File: config.mk
export PLATFORM = sky130hd
export DESIGN_NAME = pipe_hazard_ctrl_flat
export DESIGN_NICKNAME = d
export VERILOG_FILES = /design/src/rtl/pipe_ctrl_pkg.sv /design/src/rtl/pipe_hazard_ctrl_if.sv /design/src/rtl/sat_counter.sv /design/src/rtl/pipe_hazard_ctrl.sv /design/src/flat_wrapper.sv
export SDC_FILE = /design/constraint.sdc
export NUM_CORES = 1
export LEC_CHECK = 0
export ABC_AREA = 1
export CORE_ASPECT_RATIO = 1.25
export CORE_UTILIZATION = 39
export DETAILED_ROUTE_END_ITERATION = 6
export GPL_ROUTABILITY_DRIVEN = 0
export PLACE_DENSITY = 0.88
export SYNTH_ARGS = -nofsm -noshare
export SYNTH_HDL_FRONTEND = slang
export SYNTH_SLANG_ARGS = --single-unit
export TNS_END_PERCENT = 50
File: constraint.sdc
create_clock -name clk -period 1.77 [get_ports clk]
set_input_delay 0.2655 -clock clk [delete_from_list [all_inputs] [get_ports clk]]
set_output_delay 0.2655 -clock clk [all_outputs]
set_load 0.03 [all_outputs]
File: src/rtl/pipe_ctrl_pkg.sv
// Shared types for the 5-stage pipeline hazard/sequencing controller.
package pipe_ctrl_pkg;

  typedef enum logic [1:0] {
    RUN        = 2'd0,
    LOAD_STALL = 2'd1,
    MEM_WAIT   = 2'd2
  } state_e;

  localparam logic PC_SRC_BRANCH = 1'b0;
  localparam logic PC_SRC_JUMP   = 1'b1;

  // Load-use bubble counter width; covers 1..7 stall cycles.
  localparam int unsigned LCNT_W = 3;

  // Enables and bubble inserts for the pipeline registers, MSB first.
  typedef struct packed {
    logic pc_en;
    logic ifid_en;
    logic idex_en;
    logic exmem_en;
    logic ifid_flush;
    logic idex_flush;
    logic exmem_flush;
    logic memwb_flush;
  } pipe_ctl_t;

  localparam pipe_ctl_t CTL_RUN      = 8'b1111_0000;
  localparam pipe_ctl_t CTL_RESET    = 8'b0000_1111;
  localparam pipe_ctl_t CTL_FREEZE   = 8'b0000_0001;
  localparam pipe_ctl_t CTL_REDIRECT = 8'b1111_1110;
  localparam pipe_ctl_t CTL_LOAD_USE = 8'b0011_0100;

  function automatic logic is_taken(input logic branch, input logic flip,
                                    input logic jump, input logic zr);
    return (branch & (zr ^ flip)) | jump;
  endfunction

endpackage

File: src/rtl/pipe_hazard_ctrl_if.sv
// Status inputs from the ID/EX/MEM stages and the control outputs back to the pipeline.
interface pipe_hazard_ctrl_if #(
  parameter int unsigned ADDR_W = 32,
  parameter int unsigned CNT_W  = 16
);
  logic [ADDR_W-1:0] id_rs1;
  logic [ADDR_W-1:0] id_rs2;
  logic              id_use_rs1;
  logic              id_use_rs2;
  logic              EX_MemRead;
  logic              EX_RegWrite;
  logic [ADDR_W-1:0] EX_reg_write_addr;
  logic              MEM_Branch;
  logic              MEM_BranchFlip;
  logic              MEM_Jump;
  logic              MEM_zr;
  logic              MEM_MemRead;
  logic              MEM_MemWrite;
  logic              mem_ready;

  logic              mem_req;
  logic              pc_en;
  logic              ifid_en;
  logic              idex_en;
  logic              exmem_en;
  logic              ifid_flush;
  logic              idex_flush;
  logic              exmem_flush;
  logic              memwb_flush;
  logic              redirect;
  logic              pc_src;
  logic [CNT_W-1:0]  stall_cnt;
  logic [CNT_W-1:0]  flush_cnt;

  // Pipeline datapath side.
  modport master (
    output id_rs1, id_rs2, id_use_rs1, id_use_rs2,
           EX_MemRead, EX_RegWrite, EX_reg_write_addr,
           MEM_Branch, MEM_BranchFlip, MEM_Jump, MEM_zr,
           MEM_MemRead, MEM_MemWrite, mem_ready,
    input  mem_req, pc_en, ifid_en, idex_en, exmem_en,
           ifid_flush, idex_flush, exmem_flush, memwb_flush,
           redirect, pc_src, stall_cnt, flush_cnt
  );

  // Hazard controller side.
  modport slave (
    input  id_rs1, id_rs2, id_use_rs1, id_use_rs2,
           EX_MemRead, EX_RegWrite, EX_reg_write_addr,
           MEM_Branch, MEM_BranchFlip, MEM_Jump, MEM_zr,
           MEM_MemRead, MEM_MemWrite, mem_ready,
    output mem_req, pc_en, ifid_en, idex_en, exmem_en,
           ifid_flush, idex_flush, exmem_flush, memwb_flush,
           redirect, pc_src, stall_cnt, flush_cnt
  );

endinterface

File: src/rtl/sat_counter.sv
// Event counter that sticks at all-ones instead of wrapping.
module sat_counter #(
  parameter int unsigned CNT_W = 16
) (
  input  logic             clk,
  input  logic             rst_n,
  input  logic             inc,
  output logic [CNT_W-1:0] count
);

  localparam logic [CNT_W-1:0] CNT_MAX = '1;

  always_ff @(posedge clk or negedge rst_n) begin
    if (!rst_n) begin
      count <= '0;
    end else if (inc && (count != CNT_MAX)) begin
      count <= count + CNT_W'(1);
    end
  end

endmodule

File: src/rtl/pipe_hazard_ctrl.sv
// Pipeline sequencing: memory-wait freeze, branch/jump redirect and load-use stall,
// with zero-latency control outputs and saturating stall/flush counters.
module pipe_hazard_ctrl
  import pipe_ctrl_pkg::*;
#(
  parameter int unsigned ADDR_W            = 32,
  parameter int unsigned LOAD_STALL_CYCLES = 1,
  parameter int unsigned CNT_W             = 16
) (
  input  logic               clk,
  input  logic               rst_n,
  pipe_hazard_ctrl_if.slave  bus
);

  localparam logic [ADDR_W-1:0] ZERO_ADDR = '0;
  localparam logic [LCNT_W-1:0] LSC       = LCNT_W'(LOAD_STALL_CYCLES);

  state_e            state_q, state_n;
  state_e            saved_q, saved_n;
  state_e            eff_state;
  logic [LCNT_W-1:0] lcnt_q, lcnt_n, lcnt_inc;

  logic      memop, taken, hazard;
  logic      mem_req_c, redirect_c, pc_src_c;
  logic      stall_inc, flush_inc;
  pipe_ctl_t ctl;

  assign memop  = bus.MEM_MemRead | bus.MEM_MemWrite;
  assign taken  = is_taken(bus.MEM_Branch, bus.MEM_BranchFlip, bus.MEM_Jump, bus.MEM_zr);
  assign hazard = bus.EX_MemRead & bus.EX_RegWrite & (bus.EX_reg_write_addr != ZERO_ADDR) &
                  ((bus.id_use_rs1 & (bus.id_rs1 == bus.EX_reg_write_addr)) |
                   (bus.id_use_rs2 & (bus.id_rs2 == bus.EX_reg_write_addr)));

  // While waiting on memory, decisions resume from the state that was interrupted.
  assign eff_state = (state_q == MEM_WAIT) ? saved_q : state_q;
  assign lcnt_inc  = lcnt_q + LCNT_W'(1);

  always_ff @(posedge clk or negedge rst_n) begin
    if (!rst_n) begin
      state_q <= RUN;
      saved_q <= RUN;
      lcnt_q  <= '0;
    end else begin
      state_q <= state_n;
      saved_q <= saved_n;
      lcnt_q  <= lcnt_n;
    end
  end

  // Priority: memory freeze, then redirect, then load-use.
  always_comb begin
    state_n    = eff_state;
    saved_n    = saved_q;
    lcnt_n     = lcnt_q;
    ctl        = CTL_RUN;
    mem_req_c  = 1'b0;
    redirect_c = 1'b0;
    pc_src_c   = PC_SRC_BRANCH;
    stall_inc  = 1'b0;
    flush_inc  = 1'b0;

    if (!rst_n) begin
      ctl = CTL_RESET;
    end else begin
      mem_req_c = memop | (state_q == MEM_WAIT);
      if (mem_req_c && !bus.mem_ready) begin
        ctl       = CTL_FREEZE;
        stall_inc = 1'b1;
        state_n   = MEM_WAIT;
        if (state_q != MEM_WAIT) begin
          saved_n = state_q;
        end
      end else if (taken) begin
        ctl        = CTL_REDIRECT;
        redirect_c = 1'b1;
        pc_src_c   = bus.MEM_Jump ? PC_SRC_JUMP : PC_SRC_BRANCH;
        flush_inc  = 1'b1;
        state_n    = RUN;
        saved_n    = RUN;
        lcnt_n     = '0;
      end else if (eff_state == LOAD_STALL) begin
        ctl       = CTL_LOAD_USE;
        stall_inc = 1'b1;
        if (lcnt_inc == LSC) begin
          state_n = RUN;
          lcnt_n  = '0;
        end else begin
          state_n = LOAD_STALL;
          lcnt_n  = lcnt_inc;
        end
      end else if (hazard) begin
        ctl       = CTL_LOAD_USE;
        stall_inc = 1'b1;
        if (LSC > LCNT_W'(1)) begin
          state_n = LOAD_STALL;
          lcnt_n  = LCNT_W'(1);
        end
      end
    end
  end

  assign bus.mem_req     = mem_req_c;
  assign bus.pc_en       = ctl.pc_en;
  assign bus.ifid_en     = ctl.ifid_en;
  assign bus.idex_en     = ctl.idex_en;
  assign bus.exmem_en    = ctl.exmem_en;
  assign bus.ifid_flush  = ctl.ifid_flush;
  assign bus.idex_flush  = ctl.idex_flush;
  assign bus.exmem_flush = ctl.exmem_flush;
  assign bus.memwb_flush = ctl.memwb_flush;
  assign bus.redirect    = redirect_c;
  assign bus.pc_src      = pc_src_c;

  sat_counter #(.CNT_W(CNT_W)) u_stall_cnt (
    .clk   (clk),
    .rst_n (rst_n),
    .inc   (stall_inc),
    .count (bus.stall_cnt)
  );

  sat_counter #(.CNT_W(CNT_W)) u_flush_cnt (
    .clk   (clk),
    .rst_n (rst_n),
    .inc   (flush_inc),
    .count (bus.flush_cnt)
  );

endmodule

File: src/flat_wrapper.sv
// flat-port wrapper written by rule: the top's interface ports become plain ports
module pipe_hazard_ctrl_flat import pipe_ctrl_pkg::*;
#(
  parameter int unsigned ADDR_W            = 32,
  parameter int unsigned LOAD_STALL_CYCLES = 1,
  parameter int unsigned CNT_W             = 16
)
  (clk, rst_n, bus_id_rs1, bus_id_rs2, bus_id_use_rs1, bus_id_use_rs2, bus_EX_MemRead, bus_EX_RegWrite, bus_EX_reg_write_addr, bus_MEM_Branch, bus_MEM_BranchFlip, bus_MEM_Jump, bus_MEM_zr, bus_MEM_MemRead, bus_MEM_MemWrite, bus_mem_ready, bus_mem_req, bus_pc_en, bus_ifid_en, bus_idex_en, bus_exmem_en, bus_ifid_flush, bus_idex_flush, bus_exmem_flush, bus_memwb_flush, bus_redirect, bus_pc_src, bus_stall_cnt, bus_flush_cnt);
  pipe_hazard_ctrl_if #(.ADDR_W(ADDR_W), .CNT_W(CNT_W)) bus_i ();
  input  logic clk;
  input  logic rst_n;
  input wire logic [$bits(bus_i.id_rs1)-1:0] bus_id_rs1;
  input wire logic [$bits(bus_i.id_rs2)-1:0] bus_id_rs2;
  input wire logic [$bits(bus_i.id_use_rs1)-1:0] bus_id_use_rs1;
  input wire logic [$bits(bus_i.id_use_rs2)-1:0] bus_id_use_rs2;
  input wire logic [$bits(bus_i.EX_MemRead)-1:0] bus_EX_MemRead;
  input wire logic [$bits(bus_i.EX_RegWrite)-1:0] bus_EX_RegWrite;
  input wire logic [$bits(bus_i.EX_reg_write_addr)-1:0] bus_EX_reg_write_addr;
  input wire logic [$bits(bus_i.MEM_Branch)-1:0] bus_MEM_Branch;
  input wire logic [$bits(bus_i.MEM_BranchFlip)-1:0] bus_MEM_BranchFlip;
  input wire logic [$bits(bus_i.MEM_Jump)-1:0] bus_MEM_Jump;
  input wire logic [$bits(bus_i.MEM_zr)-1:0] bus_MEM_zr;
  input wire logic [$bits(bus_i.MEM_MemRead)-1:0] bus_MEM_MemRead;
  input wire logic [$bits(bus_i.MEM_MemWrite)-1:0] bus_MEM_MemWrite;
  input wire logic [$bits(bus_i.mem_ready)-1:0] bus_mem_ready;
  output wire logic [$bits(bus_i.mem_req)-1:0] bus_mem_req;
  output wire logic [$bits(bus_i.pc_en)-1:0] bus_pc_en;
  output wire logic [$bits(bus_i.ifid_en)-1:0] bus_ifid_en;
  output wire logic [$bits(bus_i.idex_en)-1:0] bus_idex_en;
  output wire logic [$bits(bus_i.exmem_en)-1:0] bus_exmem_en;
  output wire logic [$bits(bus_i.ifid_flush)-1:0] bus_ifid_flush;
  output wire logic [$bits(bus_i.idex_flush)-1:0] bus_idex_flush;
  output wire logic [$bits(bus_i.exmem_flush)-1:0] bus_exmem_flush;
  output wire logic [$bits(bus_i.memwb_flush)-1:0] bus_memwb_flush;
  output wire logic [$bits(bus_i.redirect)-1:0] bus_redirect;
  output wire logic [$bits(bus_i.pc_src)-1:0] bus_pc_src;
  output wire logic [$bits(bus_i.stall_cnt)-1:0] bus_stall_cnt;
  output wire logic [$bits(bus_i.flush_cnt)-1:0] bus_flush_cnt;
  assign bus_i.id_rs1 = bus_id_rs1;
  assign bus_i.id_rs2 = bus_id_rs2;
  assign bus_i.id_use_rs1 = bus_id_use_rs1;
  assign bus_i.id_use_rs2 = bus_id_use_rs2;
  assign bus_i.EX_MemRead = bus_EX_MemRead;
  assign bus_i.EX_RegWrite = bus_EX_RegWrite;
  assign bus_i.EX_reg_write_addr = bus_EX_reg_write_addr;
  assign bus_i.MEM_Branch = bus_MEM_Branch;
  assign bus_i.MEM_BranchFlip = bus_MEM_BranchFlip;
  assign bus_i.MEM_Jump = bus_MEM_Jump;
  assign bus_i.MEM_zr = bus_MEM_zr;
  assign bus_i.MEM_MemRead = bus_MEM_MemRead;
  assign bus_i.MEM_MemWrite = bus_MEM_MemWrite;
  assign bus_i.mem_ready = bus_mem_ready;
  assign bus_mem_req = bus_i.mem_req;
  assign bus_pc_en = bus_i.pc_en;
  assign bus_ifid_en = bus_i.ifid_en;
  assign bus_idex_en = bus_i.idex_en;
  assign bus_exmem_en = bus_i.exmem_en;
  assign bus_ifid_flush = bus_i.ifid_flush;
  assign bus_idex_flush = bus_i.idex_flush;
  assign bus_exmem_flush = bus_i.exmem_flush;
  assign bus_memwb_flush = bus_i.memwb_flush;
  assign bus_redirect = bus_i.redirect;
  assign bus_pc_src = bus_i.pc_src;
  assign bus_stall_cnt = bus_i.stall_cnt;
  assign bus_flush_cnt = bus_i.flush_cnt;
  pipe_hazard_ctrl #(.ADDR_W(ADDR_W), .LOAD_STALL_CYCLES(LOAD_STALL_CYCLES), .CNT_W(CNT_W)) u_core (.clk(clk), .rst_n(rst_n), .bus(bus_i));
endmodule
**Sizing map**

(4 px per um)
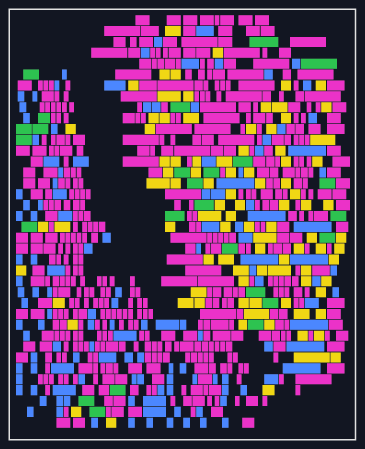
legend:
  x2:
    color: blue
    cells: 131
    share: 18%
    most_used: buf_2
  x3 and x4:
    color: yellow
    cells: 93
    share: 12%
    most_used: buf_4
  x6 and larger:
    color: green
    cells: 25
    share: 3.3%
    most_used: buf_6
  x1 and smaller:
    color: magenta
    cells: 498
    share: 67%
    most_used: nand2_1
nonclk buf count: 220
fin worst setup slack: -122.4 ps
Layout area overhead: 63.81%

**Wiring heat map**

(3 px per um) The die is cut into 17 by 21 equal tiles; black is low, pale yellow is high, scaled to the fullest tile. Values are wire area over tile area, all layers added.
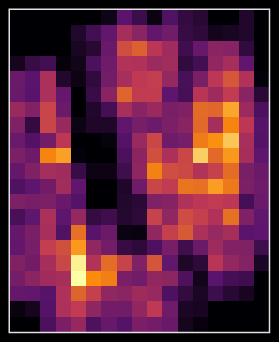
emptiest ninth of the die: upper left
nearly empty tiles: 13%
mean over tiles: 0.22
tiles over half the peak: 17%
fullest tile: 0.72
densest ninth of the die: middle right
wire per inst: 13.96 um
final wirelength: 12.10 mm
vias: 4330
gr usage total: 25.83%

**Metal 3**

(4 px per um)
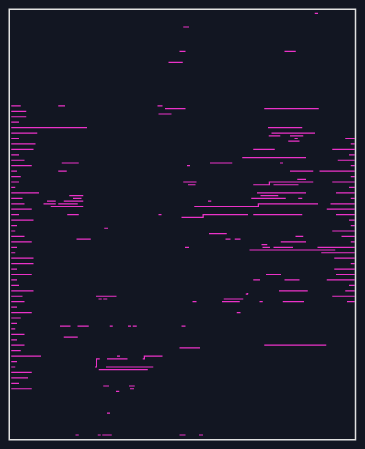
main direction: horizontal
share of all routed wire: 5.6%
wire length on this layer: 680 um
met3 usage: 2.837%

==> flow_metrics.py <==
# Auto-generated metrics
metrics = {
    "layout": {
        "n_fill_cell": 709,
        "buffer_area_share_pct": 31.37,
        "comb-cell-share_pct": 41.07,
        "fin_nets": 859,
        "logic_gate_count": 394,
        "design_area_um2": 5663,
        "nNonClkInverters": 86,
        "layout_top_cells": "149 x nand2_1, 68 x buf_4, 65 x inv_1",
        "instances_no_fill": 867,
        "antenna_cells": 0,
        "finalCoreUtilization_pct": 65.44,
        "final_common_cell": "nand2_1",
        "drive_above_1_share_pct": 33.33,
        "final-clk-cell-share_pct": 1.502,
        "dominant-cell-class": "multi-input combinational cells",
    },
    "cts": {
        "post-cts-setup-buffers": 10,
        "htreeDepth": 2,
        "cts_root_buf": "clkbuf_8",
        "clkLatencyLatePin_ps": 300,
        "cts.sinks": 39,
        "cts_tree": "done",
        "ctsHoldBuffers": 0,
        "clockBufferDepth": 2,
        "ctsResizeCount": 373,
    },
    "worst_setup_path": {
        "startpoint": "u_core.u_stall_cnt.count[0]",
        "r2r_slack_ps": -120,
        "crit_path_max_incr_delay_ps": 550,
        "cp_top_family": "simple AND/OR/NAND/NOR gates",
        "crit_type": "flop to flop",
        "critPathBufInv": 1,
        "crit_chain": "ha_4 > nand2_4 > nor3_4 > nand2_2 > or4_4 > buf_12 > nand4_1 > nand2_1",
        "worstPathMaxFanout": 6,
        "r2r_start": "u_core.u_stall_cnt.count[0]",
        "reg2reg_depth": 8,
        "worstPathArrival_ps": 2070,
        "slowest_stage": "or4_4",
        "worstPathRequired_ps": 1940,
        "path_depth": 8,
        "cp-start-kind": "flop",
        "worstReg2RegEnd": "u_core.u_stall_cnt.count[6]",
        "critical_path.endpoint_type": "flop",
    },
    "yosys": {
        "yosysWarnings": 0,
        "synth.cellmix.simpleShare_pct": 39.59,
        "synth-edff-count": 0,
        "mappedNetlistNets": 639,
        "compound_area_share_pct": 5.284,
        "avgSynthCellArea_um2": 6.572,
        "synthArstFlopShare_pct": 100.0,
        "synthTopLogicFamily": "simple AND/OR/NAND/NOR gates",
        "syn_inst": 526,
        "synthAdderAreaFrac_pct": 1.448,
        "synth_top_area_share_pct": 28.23,
        "yosys-top-cells-count": "168 x nand2_1, 85 x inv_1, 53 x nor2_1, 39 x dfrtp_1, 33 x xnor2_1",
        "synth_area_um2": 3457,
        "ys_top_cells_by_area": "dfrtp_1 28%, nand2_1 18%, inv_1 9.2%, xnor2_1 8.4%, nor2_1 5.8%",
        "ys_sh_xor_pct": 13.43,
        "numSynthFlops": 39,
        "flop_cell": "dfrtp_1",
        "ys_cells": 526,
        "synth-area-yosys_um2": 3457,
        "yosysMostFrequentCell": "nand2_1",
        "mux_area_share_pct": 0,
        "ys_seq_share_pct": 28.23,
        "synth_area_leader_cell": "dfrtp_1",
    },
    "sta": {
        "maxSlewHeadroom_pct": 76.35,
        "grt_setup_unrepaired": "yes",
        "finalHoldViolations": 0,
        "fin_crit_sh_pct": 106.9,
        "fmax_mhz": 528.4,
        "fin_hold_ws_ps": 48.45,
        "tightest_slew_ps": 354.8,
        "setup_viol": 22,
        "fin_crit_ps": 1892,
        "drv_slew": 0,
        "tns_ps": -1311,
        "setup_ws_ps": -122.4,
    },
    "power": {
        "pwr-share-comb_pct": 46.5,
        "intPower_w": 0.001954,
        "powerDensity_nw_per_um2": 568.5,
        "irDropWorstVdd_mv": 0.2975,
        "power_frac_clock_pct": 18.9,
        "comb_cell_power_w": 0.00150,
        "power.group.top": "combinational logic",
        "sequentialPowerShare_pct": 34.6,
        "power.switching_w": 0.001265,
        "p_leak_nw": 3.036,
        "finalPower_w": 0.003219,
        "switching_share_pct": 39.31,
    },
    "grt": {
        "busiest_layer": "met2",
        "grt_max_degree": 17,
        "grt_pass1_vias": 4458,
        "grt.overflow.total": 0,
        "grt_use_met2_pct": 48.92,
        "antenna_found_initial": 0,
        "grt_util_met1_pct": 26.11,
        "grt_pass1_wl_mm": 18.95,
    },
    "run_status": {
        "violations": "setup timing",
        "status": "finished, violations left",
    },
    "place": {
        "io_buffers": 151,
        "dp_slack_ps": -530.8,
        "hpwl_mm": 9.123,
        "post-place-cells": 841,
        "placed_cell_area_um2": 5448,
    },
    "drt": {
        "via_per_inst": 4.994,
        "wl_met2_mm": 6.480,
        "first_iter_violations": 250,
        "met1Wirelength_mm": 4.296,
        "drcViolationCount": 0,
        "dr.max_layer_used": "met4",
        "drt_first_pass_iters": 4,
        "final_antenna_net_count": 0,
        "dr_wl_met3_um": 679,
    },
    "floorplanning": {
        "num_io_pins": 152,
        "core_um2": 8653,
        "die-area_um2": 9247,
        "die_height_um": 107.3,
        "num_tap_cells": 120,
        "die_w_um": 86.21,
        "rows": 38,
    },
    "job": {
        "cap_violations": 0,
    },
    "min_path": {
        "min_path_type": "input pin to async pin",
    },
}
**The clock network**

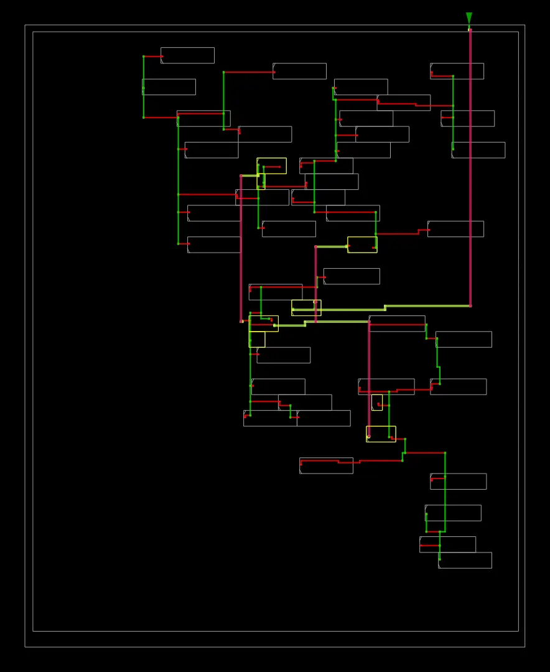
clock-net power: 0.000608 W
flop count: 39
CTS Buf Count: 5
clock buffers: 6
setup skew after layout: 12.14 ps

**Where the registers sit**

(3 px per um)
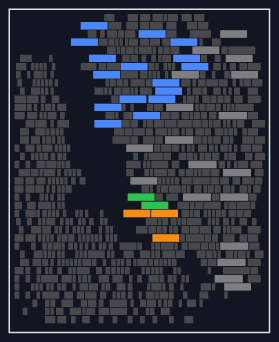
legend:
  `u_core.u_flush_cnt.count`:
    color: blue
    sequential_cells: 16
    where: top center
  `u_core.saved_q`:
    color: green
    sequential_cells: 2
  `u_core.lcnt_q`:
    color: orange
    sequential_cells: 3
not colored: 18
Flop area: 987.2 um^2
Seq area share: 17.43%
Seq power: 0.00111 W

Power and IR drop assume default switching activity.
